==> config.mk <==
export PLATFORM = sky130hd
export DESIGN_NAME = strided_buffer_loader
export DESIGN_NICKNAME = d
export VERILOG_FILES = /design/src/rtl/strided_buffer_loader.sv
export SDC_FILE = /design/constraint.sdc
export NUM_CORES = 1
export LEC_CHECK = 0
export ABC_CLOCK_PERIOD_IN_PS = 6140
export CORE_MARGIN = 2
export CORE_UTILIZATION = 40
export CTS_CLUSTER_DIAMETER = 50
export DETAILED_ROUTE_END_ITERATION = 7
export HOLD_SLACK_MARGIN = 0.02
export PLACE_DENSITY = 0.68
export RECOVER_POWER = 100
export SLEW_MARGIN = 25
export SYNTH_ARGS = -nofsm -noshare
export SYNTH_HDL_FRONTEND = slang
export SYNTH_SLANG_ARGS = --single-unit
==> constraint.sdc <==
create_clock -name clk -period 6.14 [get_ports clk]
set_clock_uncertainty 0.1 [all_clocks]
set_input_delay 1.228 -clock clk [delete_from_list [all_inputs] [get_ports clk]]
set_output_delay 1.228 -clock clk [all_outputs]
set_load 0.03 [all_outputs]
**Run 1: M1 wires**

Scale bar: 50 µm.
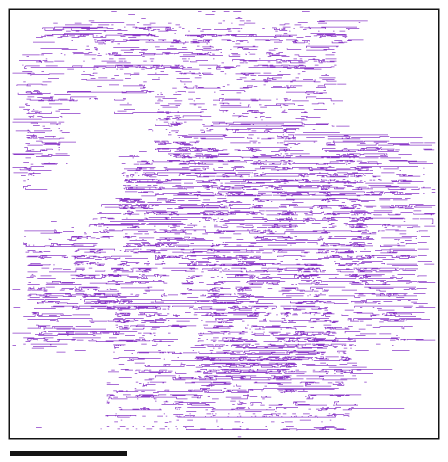
share of all routed wire = 44%
wire length on this layer = 15700 µm
nets with wire on the layer = 1740
main direction = horizontal
Post-Route WL: 35690 µm
via count: 11787
M1 GR Usage: 0.2755

**Run 1: metal 2**

Scale bar: 50 µm. Cells faint in the background.
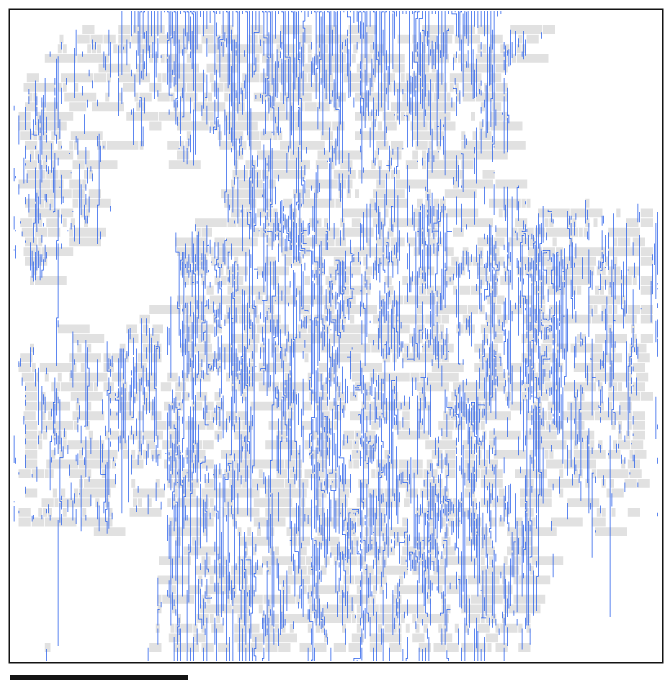
wire length on this layer = 17200 µm
main direction = vertical
share of all routed wire = 48%
longest straight run = 52.5 µm
nets with wire on the layer = 1563
met2 usage in global routing: 0.3611

**Run 1: metal 3**

Scale bar: 50 µm. Cells faint in the background.
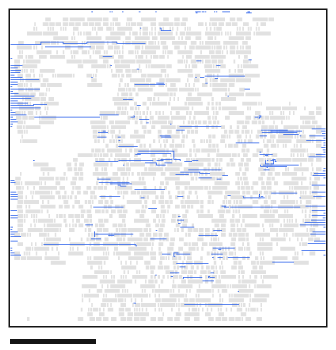
longest straight run = 53.6 µm
share of all routed wire = 4.4%
nets with wire on the layer = 178
main direction = horizontal
wire length on this layer = 1550 µm
met3 GRT Util: 0.02773

**Run 1: metal 4**

Scale bar: 50 µm.
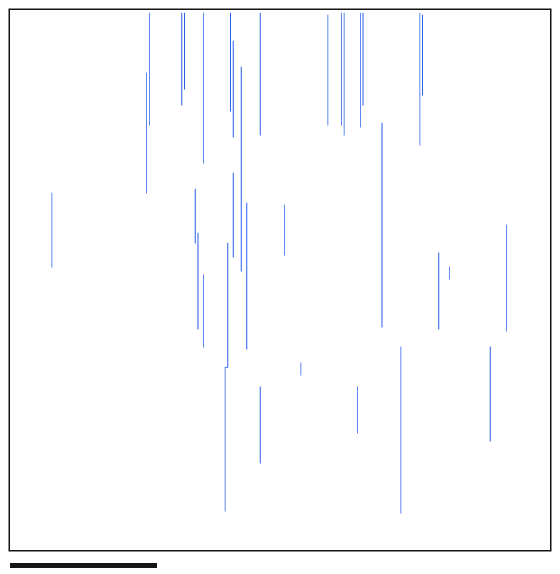
longest straight run = 69.4 µm
share of all routed wire = 3.3%
main direction = vertical
wire length on this layer = 1180 µm

==> run_results.csv, run 1 <==
group,metric,value,unit
setup_path,reg2reg_slack,0.76,ns
clocking,clockBufferDepth,3,
hold_path,min_delay_path_depth,2,
final_layout,area_growth,27.47,%
final_layout,num_antenna_cells,0,
run,maxCapViolations,3,
clocking,h-tree-depth,1,
yosys,ys_seq_frac,0.4284,
setup_path,end_kind,"flop",
final_layout,final_net_count,1930,
final_layout,largest_reg_flops,64,
run_status,violations,"capacitance limit, slew limit",
timing,slew_violations,311,
pwr,powerClk,1.73,mW
floorplanning,io_pins,245,
yosys,ys_async_sr_fraction,1.000,
global_routing,grt-ovfl-total,0,
placed_design,place.gp.congestion,0.8552,
pwr,p_per_area,243.0,nW/µm²
setup_path,cp.depth,14,
run,openroad.warnings,32,
timing,setup_ws,0.7564,ns
timing,period_needed,5.384,ns
yosys,syn_area,12910,µm²
setup_path,critPathSlowestCell,"nor4_2",
global_routing,grt_pass1_vias,11734,
yosys,ys_chip_area,12910,µm²
yosys,edf_count,0,
final_layout,finalInstanceArea,16450,µm²
pwr,vdd_drop_max,0.2203,mV
timing,period_used_share,0.8768,
timing,tns,0,ns
detailed_routing,dr.first_iter.drc_count,904,
global_routing,antenna_found_initial,0,
yosys,ys_types,84,
final_layout,drive_gt1_frac,0.05753,
pwr,clkPwrFrac,0.434,
timing,setup_viol,0,
final_layout,fillerInstances,2927,
setup_path,critical_path_class,"flop to flop",
pwr,netSwitchingPower,1.095,mW
placed_design,place_ws,0.9470,ns
floorplanning,die-area,33720,µm²
floorplanning,die-width,183.6,µm
timing,slew_headroom,-1.557,
setup_path,critPathLaunchType,"flop",
run_status,status,"finished, violations left",
yosys,syn_nets,1725,
placed_design,io_buffers,244,
pwr,p_comb,608,µW
global_routing,grt_max_degree,114,
yosys,ys.warnings.count,0,
pwr,swShare,0.2738,
global_routing,grt_pass1_wl,58860,µm
floorplanning,fp-utilization,0.4080,
clocking,postCtsSetupRepairBufs,0,
timing,hold_violations,0,
==> run 1: stage by stage <==
| stage | std cells | utilization |
|---|---|---|
| after floorplan | 1547 | - |
| after global placement | 2123 | 0.4894 |
| after detailed placement | 2123 | 0.4894 |
| after CTS | 2175 | 0.5209 |
| after global routing | 2175 | 0.5201 |
| final | 2175 | 0.5201 |
==> run 1: metal layers <==
metal  up-vias  global-route usage  part of all wire  wire, µm
met4         0             0.06784             0.033      1180
met3        71             0.02773             0.044      1554
met2       332              0.3611              0.48     17240
li1       5702                   -                 -         -
met5         -                   0                 0         0
met1      5682              0.2755              0.44     15720
==> run 1: layout make-up <==
class	count	area, µm²	area share
Clock buffer	37	815.8	0.04958
Timing Repair Buffer	254	2512	0.1527
Sequential cell	221	5530	0.3361
Tap cell	402	503.0	0.03057
Clock inverter	15	180.2	0.01095
Multi-Input combinational cell	1219	6812	0.4140
Inverter	27	101.3	0.006159
==> run 1: cell families (layout without fill, tap and decap cells) <==
kind of cell               Yosys count  after routing  synth area share
muxes                               64             64           0.05127
DFF                                221            221            0.4284
buffers and inverters              107            333           0.04488
AOI/OAI and AO/OA                  220            220            0.1167
and+or+nand+nor                    839            839            0.2910
xor gates and xnor gates            87             87           0.05903
adders and majority gates            9              9          0.008724
==> run 1: Yosys cell counts (22+ instances only) <==
library cell,count,area [µm²]
nand3_1,48,240.2
nor3_1,39,195.2
a31oi_1,25,156.4
nor2_1,49,183.9
dfrtp_1,221,5530
xnor2_1,57,499.2
nor4_1,22,137.6
a21oi_1,44,220.2
inv_1,26,97.59
and3_1,28,175.2
clkbuf_1,45,168.9
xor2_1,30,262.8
o21ai_0,47,235.2
mux2i_1,56,560.5
nand2_1,545,2046
==> run 2: changes to the inputs <==
Settings changed: ABC_CLOCK_PERIOD_IN_PS 6140 to unset, CELL_PAD_IN_SITES_DETAIL_PLACEMENT set to 0, CELL_PAD_IN_SITES_GLOBAL_PLACEMENT set to 1, CORE_UTILIZATION 40 to 39, PLACE_DENSITY 0.68 to 0.85, REMOVE_ABC_BUFFERS set to 1.
**Run 2: metal 2**

Scale bar: 50 µm. Cells faint in the background.
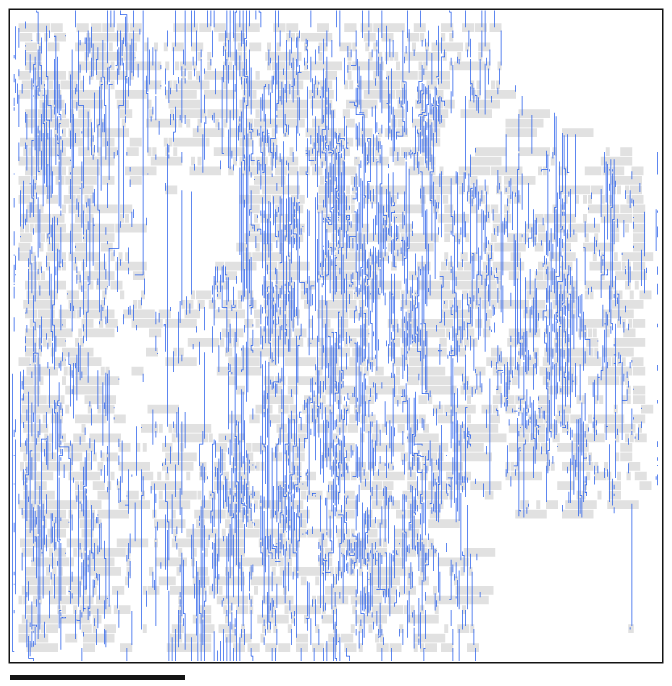
share of all routed wire = 46%
longest straight run = 98.4 µm
wire length on this layer = 17400 µm
main direction = vertical
met2 usage in global routing: 0.3527
Post-Route WL: 37950 µm
via count: 11822

**Run 2: metal 3**

Scale bar: 50 µm. Cells faint in the background.
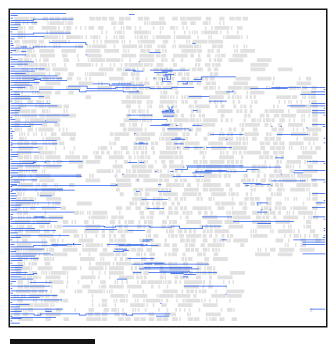
share of all routed wire = 9.4%
wire length on this layer = 3580 µm
met3 GRT Util: 0.08589

==> run 2 against run 1 <==
  * The run still ends with capacitance limit, slew limit left
  * Global-route usage increased by 1.1 points
  * Register-to-register slack got worse by 0.33 ns
  * Combinational power about the same
  * Wire length increased by 6.3%
  * Setup slack got worse by 0.33 ns
  * Cell count increased by 2.4%
  * Flip-flop count unchanged
  * Power increased by 12%
  * Hold slack got worse by 0.0017 ns
  * First-iteration DRC count decreased by 12%
  * Die area increased by 2.5%
  * Utilization decreased by 0.38 points
  * Critical path type unchanged
  * Largest cell class unchanged
  * Largest power group unchanged
==> run_results.csv, run 2 <==
group,metric,value,unit
pwr,swShare,0.2648,
yosys,edf_count,0,
timing,tns,0,ns
yosys,yosysTopAreaCell,"dfrtp_1",
run_status,violations,"capacitance limit, slew limit",
run,openroad.warnings,31,
yosys,synth.most_common_cell,"nand2_1",
timing,period_used_share,0.9311,
yosys,top_cell_area_share,0.4284,
pwr,netSwitchingPower,1.182,mW
yosys,ys.warnings.count,0,
setup_path,critPathLaunchType,"flop",
final_layout,fillerInstances,3134,
placed_design,place.gp.congestion,0.8699,
pwr,vdd_drop_max,0.2447,mV
floorplanning,die-width,185.9,µm
yosys,topCellsByArea,"dfrtp_1 43%, nand2_1 16%, mux2i_1 4.3%",
final_layout,area_growth,30.13,%
clocking,postCtsSetupRepairBufs,0,
yosys,synthTopCellsByCount,"545 x nand2_1, 221 x dfrtp_1, 57 x xnor2_1",
placed_design,io_buffers,244,
timing,period_needed,5.717,ns
detailed_routing,dr.first_iter.drc_count,794,
hold_path,min_delay_path_depth,2,
pwr,powerClk,2.19,mW
run,maxCapViolations,5,
clocking,clockBufferDepth,3,
yosys,ys_types,84,
setup_path,reg2reg_slack,0.42,ns
run_status,status,"finished, violations left",
clocking,h-tree-depth,2,
yosys,syn_area,12910,µm²
timing,slew_headroom,-1.916,
timing,setup_viol,0,
global_routing,grt-ovfl-total,0,
yosys,ys_chip_area,12910,µm²
final_layout,finalInstanceArea,16800,µm²
pwr,clkPwrFrac,0.491,
pwr,p_comb,610,µW
setup_path,end_kind,"flop",
final_layout,drive_gt1_frac,0.06502,
timing,slew_violations,461,
==> run 2: kinds of logic after synthesis <==
family                     synth area share
DFF                                  0.4284
AOI/OAI and AO/OA                    0.1167
and+or+nand+nor                      0.2910
buffers and inverters               0.04488
muxes                               0.05127
xor gates and xnor gates            0.05903
adders and majority gates          0.008724
==> run 2: layout make-up <==
cell class | instances | area, µm² | share of cell area
Inverter | 27 | 101.3 | 0.006033
Sequential cell | 221 | 5530 | 0.3292
Antenna cell | 1 | 2.502 | 0.0001490
Clock buffer | 43 | 988.4 | 0.05884
Tap cell | 442 | 553.0 | 0.03292
Clock inverter | 21 | 307.8 | 0.01832
Multi-Input combinational cell | 1219 | 6824 | 0.4062
Timing Repair Buffer | 253 | 2491 | 0.1483
==> run 2: layer usage <==
metal / vias to the layer above / track usage / share of wire
li1: 5733 / - / -
met1: 5624 / 0.2760 / 0.42
met2: 406 / 0.3527 / 0.46
met3: 59 / 0.08589 / 0.094
met4: 0 / 0.07118 / 0.027
met5: - / 0 / 0
==> run 2: metrics by stage <==
stage / total power [mW] / std cells / hold slack, ns
2_1_floorplan: 1.982 / 1467 / 0.3586
3_3_place_gp: 2.312 / 2162 / 0.3569
3_5_place_dp: 2.321 / 2162 / 0.3617
4_1_cts: 4.548 / 2226 / 0.3748
5_1_grt: 4.656 / 2227 / 0.3872
6_report: 4.465 / 2227 / 0.3634
==> run 2: critical path: stages (launching register included) <==
cell	delay (ns)
dfrtp_1	0.54
and3b_2	0.63
mux2i_1	0.37
ha_1	0.29
nor4b_1	0.44
nand3_1	0.14
o31ai_1	0.16
nor2b_1	0.23
xnor2_1	0.15
nand4_1	0.21
or4_1	0.66
nor4_2	0.72
a21oi_1	0.46
a21oi_1	0.31
mux2i_1	0.13
Power figures rest on the tool's default switching activity, not on a simulated workload.
